`config.mk`:
```
export PLATFORM = sky130hd
export DESIGN_NAME = binary_to_bcd_seq_flat
export DESIGN_NICKNAME = d
export VERILOG_FILES = /design/src/rtl/binary_to_bcd_seq_pkg.sv /design/src/rtl/binary_to_bcd_seq_if.sv /design/src/rtl/binary_to_bcd_seq_adjust.sv /design/src/rtl/binary_to_bcd_seq.sv /design/src/flat_wrapper.sv
export SDC_FILE = /design/constraint.sdc
export NUM_CORES = 1
export LEC_CHECK = 0
export CORE_ASPECT_RATIO = 2
export CORE_MARGIN = 5
export CORE_UTILIZATION = 53
export DETAILED_ROUTE_END_ITERATION = 7
export PLACE_DENSITY = 0.78
export SETUP_SLACK_MARGIN = 0.3
export SYNTH_ARGS = -nofsm -noshare
export SYNTH_HDL_FRONTEND = slang
export SYNTH_SLANG_ARGS = --single-unit
export TNS_END_PERCENT = 50
```
`constraint.sdc`:
```
create_clock -name clk -period 1.7 [get_ports clk]
set_input_delay 0.255 -clock clk [delete_from_list [all_inputs] [get_ports clk]]
set_output_delay 0.255 -clock clk [all_outputs]
set_load 0.01 [all_outputs]
```
`src/rtl/binary_to_bcd_seq_pkg.sv`:
```
`default_nettype none
// ============================================================================
// Module      : binary_to_bcd_seq_pkg
// Description : Shared types and constants for the sequential binary-to-BCD
//               converter.
// Revision    : 1.0 - initial release
// ============================================================================
package binary_to_bcd_seq_pkg;

    localparam int c_BCD_DIGIT_W = 4;

    localparam logic [c_BCD_DIGIT_W-1:0] c_ADD3_THRESHOLD = 4'd5;
    localparam logic [c_BCD_DIGIT_W-1:0] c_ADD3_VALUE     = 4'd3;

    typedef enum logic [0:0] {
        S_IDLE    = 1'b0,
        S_CONVERT = 1'b1
    } state_t;

endpackage : binary_to_bcd_seq_pkg
`default_nettype wire

```
`src/rtl/binary_to_bcd_seq_if.sv`:
```
`default_nettype none
// ============================================================================
// Module      : binary_to_bcd_seq_if
// Description : Request/result bundle between a client and the converter.
// Revision    : 1.0 - initial release
// ============================================================================
interface binary_to_bcd_seq_if
    import binary_to_bcd_seq_pkg::*;
#(
    parameter int N = 8,
    parameter int D = 3
);

    logic                       start;
    logic [N-1:0]               bin;
    logic                       busy;
    logic                       done;
    logic [c_BCD_DIGIT_W*D-1:0] bcd;

    modport master (
        output start,
        output bin,
        input  busy,
        input  done,
        input  bcd
    );

    modport slave (
        input  start,
        input  bin,
        output busy,
        output done,
        output bcd
    );

endinterface : binary_to_bcd_seq_if
`default_nettype wire

```
`src/rtl/binary_to_bcd_seq_adjust.sv`:
```
`default_nettype none
// ============================================================================
// Module      : bcd_digit_adjust
// Description : Double-dabble digit correction: d+3 when d>=5, else d.
// Revision    : 1.0 - initial release
// ============================================================================
module bcd_digit_adjust
    import binary_to_bcd_seq_pkg::*;
(
    input  wire logic [c_BCD_DIGIT_W-1:0] i_digit,
    output logic      [c_BCD_DIGIT_W-1:0] o_digit
);

    always_comb begin
        o_digit = i_digit;
        if (i_digit >= c_ADD3_THRESHOLD) begin
            o_digit = i_digit + c_ADD3_VALUE;
        end
    end

endmodule : bcd_digit_adjust
`default_nettype wire

```
`src/rtl/binary_to_bcd_seq.sv`:
```
`default_nettype none
// ============================================================================
// Module      : binary_to_bcd_seq
// Description : Iterative shift-add-3 binary-to-BCD converter, one bit/cycle.
// Revision    : 1.0 - initial release
// ============================================================================
module binary_to_bcd_seq
    import binary_to_bcd_seq_pkg::*;
#(
    parameter int N = 8,
    parameter int D = 3
)(
    input  wire logic          clk,
    input  wire logic          reset,
    binary_to_bcd_seq_if.slave bus
);

    localparam int c_ITER_W = $clog2(N + 1);
    localparam int c_BCD_W  = c_BCD_DIGIT_W * D;

    generate
        if (!(64'(10) ** D > (64'(1) << N) - 64'(1))) begin : g_bad_digit_count
            $error("binary_to_bcd_seq: D=%0d digits cannot hold a %0d-bit value", D, N);
        end
    endgenerate

    state_t                r_state_q,   w_state_d;
    logic [c_ITER_W-1:0]   r_iter_q,    w_iter_d;
    logic [N-1:0]          r_shift_q,   w_shift_d;
    logic [c_BCD_W-1:0]    r_scratch_q, w_scratch_d;
    logic [c_BCD_W-1:0]    r_bcd_q,     w_bcd_d;
    logic                  r_done_q,    w_done_d;
    logic [c_BCD_W-1:0]    w_adjusted;
    logic [c_BCD_W-1:0]    w_shifted;

    generate
        for (genvar gi = 0; gi < D; gi++) begin : g_digit
            bcd_digit_adjust u_adjust (
                .i_digit (r_scratch_q[gi*c_BCD_DIGIT_W +: c_BCD_DIGIT_W]),
                .o_digit (w_adjusted [gi*c_BCD_DIGIT_W +: c_BCD_DIGIT_W])
            );
        end
    endgenerate

    // Binary MSB enters the units digit LSB as the whole chain shifts left.
    assign w_shifted = {w_adjusted[c_BCD_W-2:0], r_shift_q[N-1]};

    always_comb begin
        w_state_d   = r_state_q;
        w_iter_d    = r_iter_q;
        w_shift_d   = r_shift_q;
        w_scratch_d = r_scratch_q;
        w_bcd_d     = r_bcd_q;
        w_done_d    = 1'b0;
        case (r_state_q)
            S_IDLE: begin
                if (bus.start) begin
                    w_shift_d   = bus.bin;
                    w_scratch_d = '0;
                    w_iter_d    = '0;
                    w_state_d   = S_CONVERT;
                end
            end
            S_CONVERT: begin
                w_scratch_d = w_shifted;
                w_shift_d   = r_shift_q << 1;
                w_iter_d    = r_iter_q + c_ITER_W'(1);
                if (r_iter_q == c_ITER_W'(N - 1)) begin
                    w_bcd_d   = w_shifted;
                    w_done_d  = 1'b1;
                    w_state_d = S_IDLE;
                end
            end
            default: begin
                w_state_d = S_IDLE;
            end
        endcase
    end

    always_ff @(posedge clk) begin
        if (reset) begin
            r_state_q   <= S_IDLE;
            r_iter_q    <= '0;
            r_shift_q   <= '0;
            r_scratch_q <= '0;
            r_bcd_q     <= '0;
            r_done_q    <= 1'b0;
        end else begin
            r_state_q   <= w_state_d;
            r_iter_q    <= w_iter_d;
            r_shift_q   <= w_shift_d;
            r_scratch_q <= w_scratch_d;
            r_bcd_q     <= w_bcd_d;
            r_done_q    <= w_done_d;
        end
    end

    assign bus.busy = (r_state_q == S_CONVERT);
    assign bus.done = r_done_q;
    assign bus.bcd  = r_bcd_q;

endmodule : binary_to_bcd_seq
`default_nettype wire
```
`src/flat_wrapper.sv`:
```
// flat-port wrapper written by rule: the top's interface ports become plain ports
module binary_to_bcd_seq_flat import binary_to_bcd_seq_pkg::*;
#(
    parameter int N = 8,
    parameter int D = 3
)
  (clk, reset, bus_start, bus_bin, bus_busy, bus_done, bus_bcd);
  binary_to_bcd_seq_if #(.N(N), .D(D)) bus_i ();
  input  wire logic clk;
  input  wire logic reset;
  input wire logic [$bits(bus_i.start)-1:0] bus_start;
  input wire logic [$bits(bus_i.bin)-1:0] bus_bin;
  output wire logic [$bits(bus_i.busy)-1:0] bus_busy;
  output wire logic [$bits(bus_i.done)-1:0] bus_done;
  output wire logic [$bits(bus_i.bcd)-1:0] bus_bcd;
  assign bus_i.start = bus_start;
  assign bus_i.bin = bus_bin;
  assign bus_busy = bus_i.busy;
  assign bus_done = bus_i.done;
  assign bus_bcd = bus_i.bcd;
  binary_to_bcd_seq #(.N(N), .D(D)) u_core (.clk(clk), .reset(reset), .bus(bus_i));
endmodule
```
==> run_1/sizes.png <==
Drawn at 6 px/um.
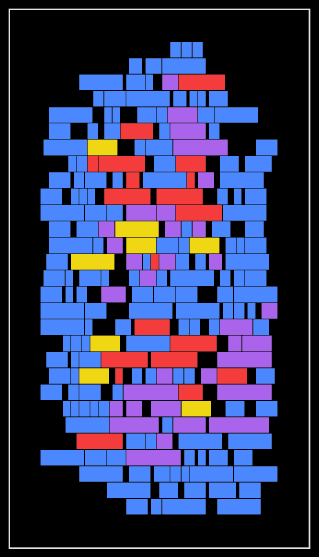
| size | colour | cells | share |
|---|---|---|---|
| _3 and _4 cells | purple | 33 | 15% |
| _0 and _1 cells | blue | 157 | 72% |
| _6 and larger | yellow | 8 | 3.7% |
| _2 cells | red | 19 | 8.8% |

==> run_1/io_fan.png <==
Drawn at 4 px/um.
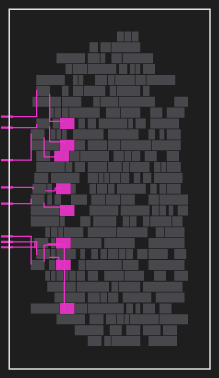
| port | colour | bits | direction | edge | end cells | buffers | wire |
|---|---|---|---|---|---|---|---|
| `bus_bin` | magenta | 8 | input | left | 8 | 8 | 143 um |
Ports: 25
IO buf count: 24

==> run_1/io_placement.png <==
Drawn at 6 px/um. Pins as bars across the die edge, other pins in grey.
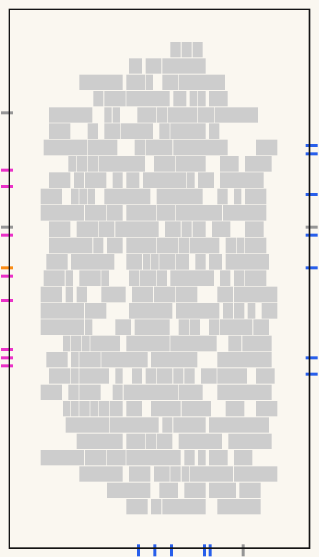
| port | colour | pins | direction | edge |
|---|---|---|---|---|
| `bus_bin` | magenta | 8 | input | left |
| `bus_start` | orange | 1 | input | left |
| `bus_bcd` | blue | 12 | output | 7 right, 5 bottom |

==> run_1/logic_types.png <==
Drawn at 6 px/um.
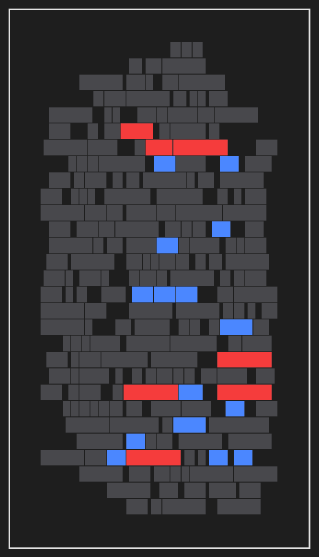
| family | colour | cells |
|---|---|---|
| AND-OR and OR-AND gates | blue | 15 |
| adder and majority cells | red | 7 |
Finished Layout Cells: 248
Comb/total area: 42.7%
most instantiated logic cell after routing: dfxtp_1

==> metrics.csv, run 1 <==
metric;value;unit
use_met1;15.3;%
root_buffer;clkbuf_8;
outcome;complete, no violations;
wl_met2;2200;um
p_per_area;738;mW/mm^2
place_inst;233;
swShare;23.3;%
crit_chain;clkdlybuf4s50_1;
endpoint_kind;output port;
grt_max_degree;18;
fin_area;0.00231;mm^2
wl_per_cell;15.9;um
largest_area_cell;dfxtp_1;
slowest_delay;0.54;ns
wl;3950;um
n_clock_buffer;7;
slew_headroom;76.9;%
cts-hold-fix-buffers;0;
path_class;reg -> out;
design.core.area;0.00312;mm^2
post-route-period-util;83.7;%
route.top_layer_used;met4;
combPwrFrac;9.2;%
top_area_share;45.3;%
cp.arrival;1.17;ns
gp_congestion;0.840;
clkSinkCount;38;
syn_area_per_cell;9.43;um^2
largest_class;combinational gates;
-- run 1: final timing paths --
kind | start | cells past startpoint | slack [ns] | end
min reg2reg | u_core.bus.bcd[8] | 2 | 0.45 | u_core.bus.bcd[8]
max | u_core.bus.bcd[3] | 1 | 0.28 | bus_bcd[3]
max reg2reg | u_core.r_scratch_q[5] | 6 | 0.28 | u_core.r_scratch_q[6]
min | u_core.bus.bcd[8] | 2 | 0.45 | u_core.bus.bcd[8]
-- run 1: placed cells by master (no fill, tap or decap), drive strengths merged --
cell           netlist  layout
inv                  8       9
xnor2                3       3
buf                  8      15
nor3                 6       6
clkinv               1       1
o21ai               12      12
nand2                5       5
a211oi               1       1
clkbuf               0       7
ha                   7       7
nor2                20      20
mux2i               12      12
or2                  1       1
a41oi                1       1
dlymetal6s2s         0       2
a32o                 6       6
nor2b                2       2
a22o                 7       7
nand2b               4       4
a21o                 2       2
dfxtp               38      38
nor3b                7       7
nand3                5       5
dlygate4sd2          0       3
a21oi               20      20
a31oi                1       1
nand4b               1       1
clkdlybuf4s50        0      19
-- run 1: state kept, by name, summed over array words and instances, names as in the netlist --
register            flops
u_core.bus.bcd         12
u_core.r_shift_q        8
u_core.bus.busy         1
u_core.r_iter_q         4
u_core.bus.done         1
u_core.r_scratch_q     12
-- run 1: cells by family (layout without fill, tap and decap cells) --
| family | count (synthesis) | in the layout | synth area share, % |
|---|---|---|---|
| buf+inv | 17 | 56 | 5.14 |
| flops | 38 | 38 | 45.3 |
| fa+ha+maj | 7 | 7 | 5.22 |
| compound gates | 50 | 50 | 19.2 |
| mux | 12 | 12 | 7.16 |
| simple gates | 51 | 51 | 16.3 |
| xor+xnor | 3 | 3 | 1.57 |
==> run 1 -> run 2 <==
--- a/config.mk
+++ b/config.mk
@@ -7,9 +7,9 @@
 export LEC_CHECK = 0
 export CORE_ASPECT_RATIO = 2
 export CORE_MARGIN = 5
-export CORE_UTILIZATION = 53
+export CORE_UTILIZATION = 48
 export DETAILED_ROUTE_END_ITERATION = 7
-export PLACE_DENSITY = 0.78
+export PLACE_DENSITY = 0.75
 export SETUP_SLACK_MARGIN = 0.3
 export SYNTH_ARGS = -nofsm -noshare
 export SYNTH_HDL_FRONTEND = slang
==> constraint.sdc (replaced) <==
create_clock -name clk -period 1.2 [get_ports clk]
set_input_delay 0.18 -clock clk [delete_from_list [all_inputs] [get_ports clk]]
set_output_delay 0.18 -clock clk [all_outputs]
set_load 0.01 [all_outputs]
==> run_2/placement.png <==
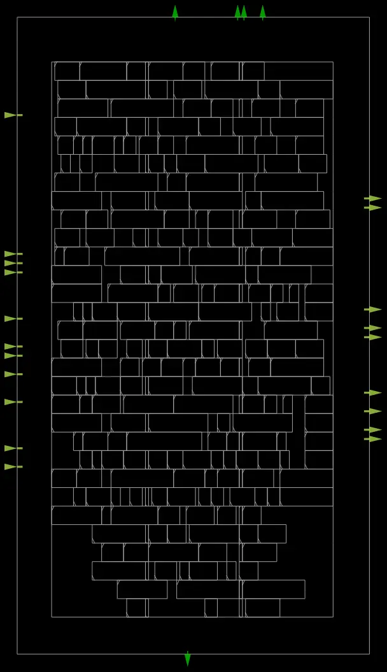
Finished Layout Cells: 264
fraction of area in registers: 29.8%
post-layout util: 79.3%
Core Area: 0.00338 mm^2
fillers: 215

==> run 2 against run 1 <==
  * Combinational power up 82%
  * Area after synthesis stayed put
  * Sequential cell count unchanged
  * Die area grew 8.8%
  * The flow now finishes with violations (negative setup slack)
  * Total power rose by 69%
==> metrics.csv, run 2 <==
metric;value;unit;change
outcome;complete, but fails checks;;was complete, no violations
violations;negative setup slack;;
fin_ws;-0.189;ns;was 0.277 ns
lay_top_count;buf_6;;was dfxtp_1
root_buffer;clkbuf_8;;unchanged
io_pins;25;;unchanged
route.top_layer_used;met4;;unchanged
synth-simple-area-share;16.3;%;unchanged
top_area_share;45.3;%;unchanged
slowest_delay;0.36;ns;was 0.54 ns
gp_congestion;0.863;;was 0.840
cts-hold-fix-buffers;0;;unchanged
setup_viol;21;;was 0
grt_max_degree;25;;was 18
io_buffers;24;;unchanged
lay_top_cells;buf_6 (23), buf_4 (19), dfxtp_2 (18);;was dfxtp_1 (29), a21oi_1 (19), clkdlybuf4s50_1 (19)
synthAdderAreaFrac;5.22;%;unchanged
top_logic_kind;AND-OR/OR-AND gates;;unchanged
p_per_area;1080;mW/mm^2;was 738 mW/mm^2
crit_chain;inv_4, ha_4, nand2b_4, a21o_1, mux2i_2, a32o_1;;was clkdlybuf4s50_1
wl;4420;um;was 3950 um
use_met1;17.1;%;was 15.3%
path_class;reg -> reg;;was reg -> out
slew_headroom;73.7;%;was 76.9%
clkSinkCount;38;;unchanged
cp.arrival;1.57;ns;was 1.17 ns
==> run_2/sizes.png <==
Drawn at 6 px/um.
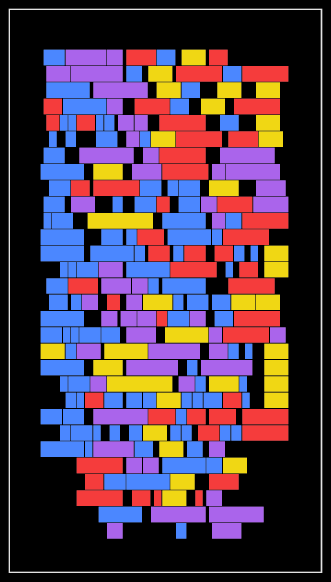
| size | colour | cells | share |
|---|---|---|---|
| _3 and _4 cells | purple | 49 | 21% |
| _0 and _1 cells | blue | 103 | 44% |
| _6 and larger | yellow | 33 | 14% |
| _2 cells | red | 47 | 20% |
Setup WS post-layout: -0.189 ns
buffers outside the clock class: 54
Final Cell Area: 0.00268 mm^2

run 2: cell counts after synthesis:
No cell type changed its count.
run 2: logic make-up after synthesis:
kind of cell	after synthesis
AND/OR/NAND/NOR	51
adder cells (fa/ha/maj)	7
AND-OR/OR-AND	50
multiplexers	12
XOR/XNOR	3
buffers and inverters	17
flip-flops	38
run 2: path summary, 6_finish.rpt:
kind | from | endpoint | slack (ns) | cells after the start
worst min register to register | u_core.bus.bcd[4] | u_core.bus.bcd[4] | 0.46 | 2
worst min-delay path | u_core.bus.bcd[4] | u_core.bus.bcd[4] | 0.46 | 2
worst max register to register | u_core.r_scratch_q[1] | u_core.r_scratch_q[2] | -0.19 | 6
worst max-delay path | u_core.r_scratch_q[1] | u_core.r_scratch_q[2] | -0.19 | 6
run 2: area by class of cell:
| class | count | area share [%] |
|---|---|---|
| inverter | 9 | 2.06 |
| clock inverter | 3 | 2.57 |
| multi-input combinational | 123 | 41.4 |
| clock buffer | 5 | 2.57 |
| timing repair buffer | 54 | 20.1 |
| sequential | 38 | 29.8 |
| tap | 32 | 1.50 |
run 2: through the flow:
step                setup TNS [ns]  util, %  power [W]  area [um^2]  cells
finish                       -2.21     79.3    0.00288         2680    264
global route                 -3.42     79.3    0.00298         2680    264
CTS                          -1.97     72.6    0.00284         2450    260
detailed placement           -6.46     66.2    0.00155         2240    250
global placement             -5.55     66.2    0.00154         2240    250
floorplan                   -0.408        -    0.00146         1820    178
run 2: where the power goes:
group / internal, W / switching (W)
combinational: 0.000142 / 0.000143
sequential: 0.00128 / 0.0000214
clock: 0.000833 / 0.000462
run 2: what timing repair did:
action,in CTS,in global routing
gates resized,90,58
gates cloned,0,0
pin swaps,9,21
buffers inserted,2,4
setup endpoints to repair,52,52
Power is estimated from default activity; no workload was simulated.
